Fig. 1: close-up of the layout
Region (48, 77) to (98, 127) um. Cells in grey, sequential cells in the stronger grey; small squares are vias.
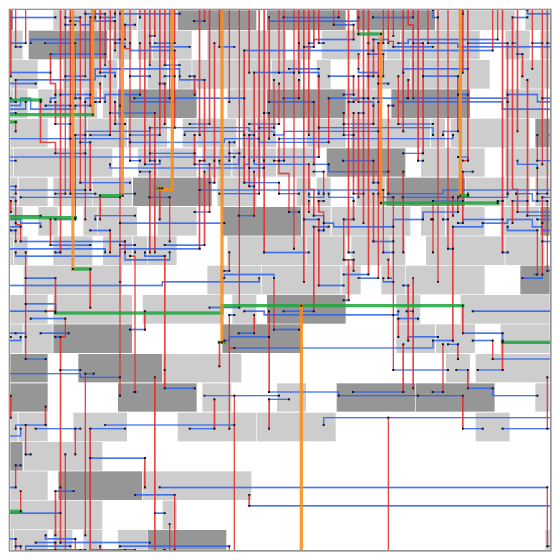
Fig. 2: sizing map
Drawn at 2 px/um.
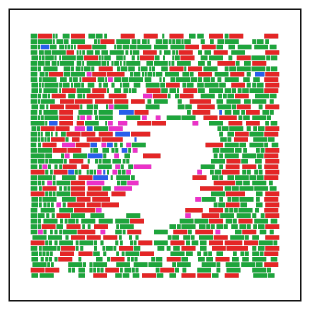
==> config.mk <==
export PLATFORM = sky130hd
export DESIGN_NAME = mem_port_arbiter
export DESIGN_NICKNAME = d
export VERILOG_FILES = /design/src/rtl/mem_port_arbiter.sv
export SDC_FILE = /design/constraint.sdc
export NUM_CORES = 1
export LEC_CHECK = 0
export ABC_CLOCK_PERIOD_IN_PS = 1700
export CAP_MARGIN = 15
export CORE_MARGIN = 10
export CORE_UTILIZATION = 38
export CTS_CLUSTER_DIAMETER = 40
export DETAILED_ROUTE_END_ITERATION = 16
export GPL_ROUTABILITY_DRIVEN = 0
export PLACE_DENSITY = 0.86
export SYNTH_ARGS = -nofsm -noshare
export SYNTH_HDL_FRONTEND = slang
export SYNTH_SLANG_ARGS = --single-unit
export TNS_END_PERCENT = 50
==> constraint.sdc <==
create_clock -name clk -period 1.7 [get_ports clk]
set_clock_uncertainty 0.15 [all_clocks]
set_input_delay 0.34 -clock clk [delete_from_list [all_inputs] [get_ports clk]]
set_output_delay 0.34 -clock clk [all_outputs]
set_load 0.05 [all_outputs]
==> ci_impl_report.md <==
## Implementation flow summary

| Metric | Value |
|---|---|
| Diodes inserted | `0` |
| Routed wire per std cell | `19.3 um` |
| Clk root buf | `clkbuf_16` |
| Prevailing post-synth register cell | `dfxtp_1` |
| Hold WS | `0.247 ns` |
| Post-synthesis cell type count | `35` |
| Effective utilization at floorplan | `0.389` |
| Post-route worst setup slack | `-0.00269 ns` |
| Reg-to-reg setup timing slack | `-0.003 ns` |
| Worst skew pair latency | `0.40 ns` |
| Simple-gate share of the synthesized area | `0.198` |
| DIE WIDTH | `145 um` |
| Wire length of the first global-routing pass | `33.6 mm` |
| Final setup violation count | `1` |
| Number of nets in the layout | `1049` |
| Worst Hold Class | `input port to register` |
| Mux area share | `0.108` |
| Core Rows | `45` |
| Peak supply drop | `1180 uV` |
| Largest fanout on the critical path | `13` |
| Result of the run | `finished with violations` |
| Nets in the synthesized netlist | `773` |
| Transition time at the pin with the least slew margin | `0.392 ns` |
| Violations in the final reports | `setup timing` |
| Fa+ha+maj area frac | `0.0126` |
| TritonCTS Buffers | `17` |
| Maximum number of pins on one net before global-route repair | `92` |
| RSZ-0062 raised after global routing | `true` |
| Worst Path Arrival | `1.88 ns` |
| Post-placement cell area | `10300 um^2` |
| Critical path startpoint category | `register` |
| Hold buffers post-CTS | `0` |
| Vertical die dimension | `145 um` |
| Slew Limit Fails | `0` |
| Number of clock sinks seen by CTS | `141` |
| Max clock buf depth | `2` |
| Count of warning messages emitted by the tools | `33` |
| Shortest period the worst path allows | `1.70 ns` |
| Cell Count Post-Placement | `1091` |
-- Fig. 1 (at the start) --
Red is metal 2. Blue is metal 1. Green is metal 3. Orange is metal 4.
143 logic cells have their middle in the window. Most frequent: clkdlybuf4s50_1 (25), dfxtp_1 (18), buf_12 (18). Sequential cells in the window: 20.

-- Fig. 2 (at the start) --
Magenta is _3 and _4 cells, cells 37, share 4.0%, most used buf_4. Green is _0 and _1 cells, cells 688, share 75%, most used dfxtp_1. Blue is _2 cells, cells 15, share 1.6%, most used dfxtp_2. Red is _6 and larger, cells 183, share 20%, most used buf_12.
post-route worst setup slack: -0.00269 ns
cell area after layout: 11300 um^2
Repair and plain buffers: 312
area grow syn2layout: 89.8%

==> metrics by stage <==
stage	util	setup slack, ns	setup TNS [ns]
floorplan	-	-0.0179	-0.0179
global placement	0.676	-0.256	-15.35
detailed placement	0.676	-0.368	-20.59
CTS	0.729	-0.122	-1.58
global route	0.739	-0.0952	-2.46
finish	0.739	-0.00269	-0.00269
==> kinds of logic after synthesis <==
kind of cell / count (synthesis)
flops: 141
buf+inv: 60
compound gates: 145
fa+ha+maj: 6
mux: 64
simple gates: 218
==> routing by layer <==
| metal | up-vias | global-route usage | routed length, um |
|---|---|---|---|
| met1 | 2709 | 0.208 | 8330 |
| li1 | 2725 | - | - |
| met5 | - | 0 | 0 |
| met2 | 254 | 0.335 | 10900 |
| met4 | 0 | 0.0700 | 553 |
| met3 | 36 | 0.0925 | 2170 |
==> Yosys cell counts, types with 2 or more instances <==
library cell  number  area [um^2]
buf_12             6          120
nand2b_1          98          613
inv_1              5         18.8
nand2_1           34          128
or3b_2             2         17.5
ha_1               6         75.1
buf_4              7         52.6
buf_1              2         7.51
buf_2             21          105
nor2b_1            4         25.0
nand3_1           34          170
nor3_1             3         15.0
o21ai_0            9         45.0
clkbuf_1          17         63.8
o21ai_1           28          140
dfxtp_1          141         2820
a211oi_1          32          240
a21oi_1           69          345
nor2_1            36          135
buf_6              2         22.5
mux2i_1           64          641
==> worst max-delay path: cells and delay by family (launching register included) <==
kind | cells | cell delay (ns)
buffers and inverters | 3 | 0.36
flip-flops | 1 | 0.32
adder cells (fa/ha/maj) | 1 | 0.13
multiplexers | 1 | 0.21
AND/OR/NAND/NOR | 2 | 0.44
==> report_power, final <==
part,internal [mW],leakage (nW),switching [mW]
Sequential,3.84,1.15,0.559
Combinational,3.24,3.07,3.63
Clock,2.76,0.316,1.45
Total,9.84,4.54,5.63
==> what timing repair did <==
action                     4_1_cts  5_1_grt
setup endpoints to repair       30       96
pin swaps                        2        0
buffers inserted                 2        4
resized                         15       11
cloned                           2        3
==> area by class of cell <==
class,instances,area [um^2]
clock inverter,14,243
fill,971,3990
sequential,141,2830
clock buffer,18,429
multi-input combinational,433,2810
tap,211,264
timing repair buffer,312,4680
inverter,5,18.8
Power figures rest on the tool's default switching activity, not on a simulated workload.
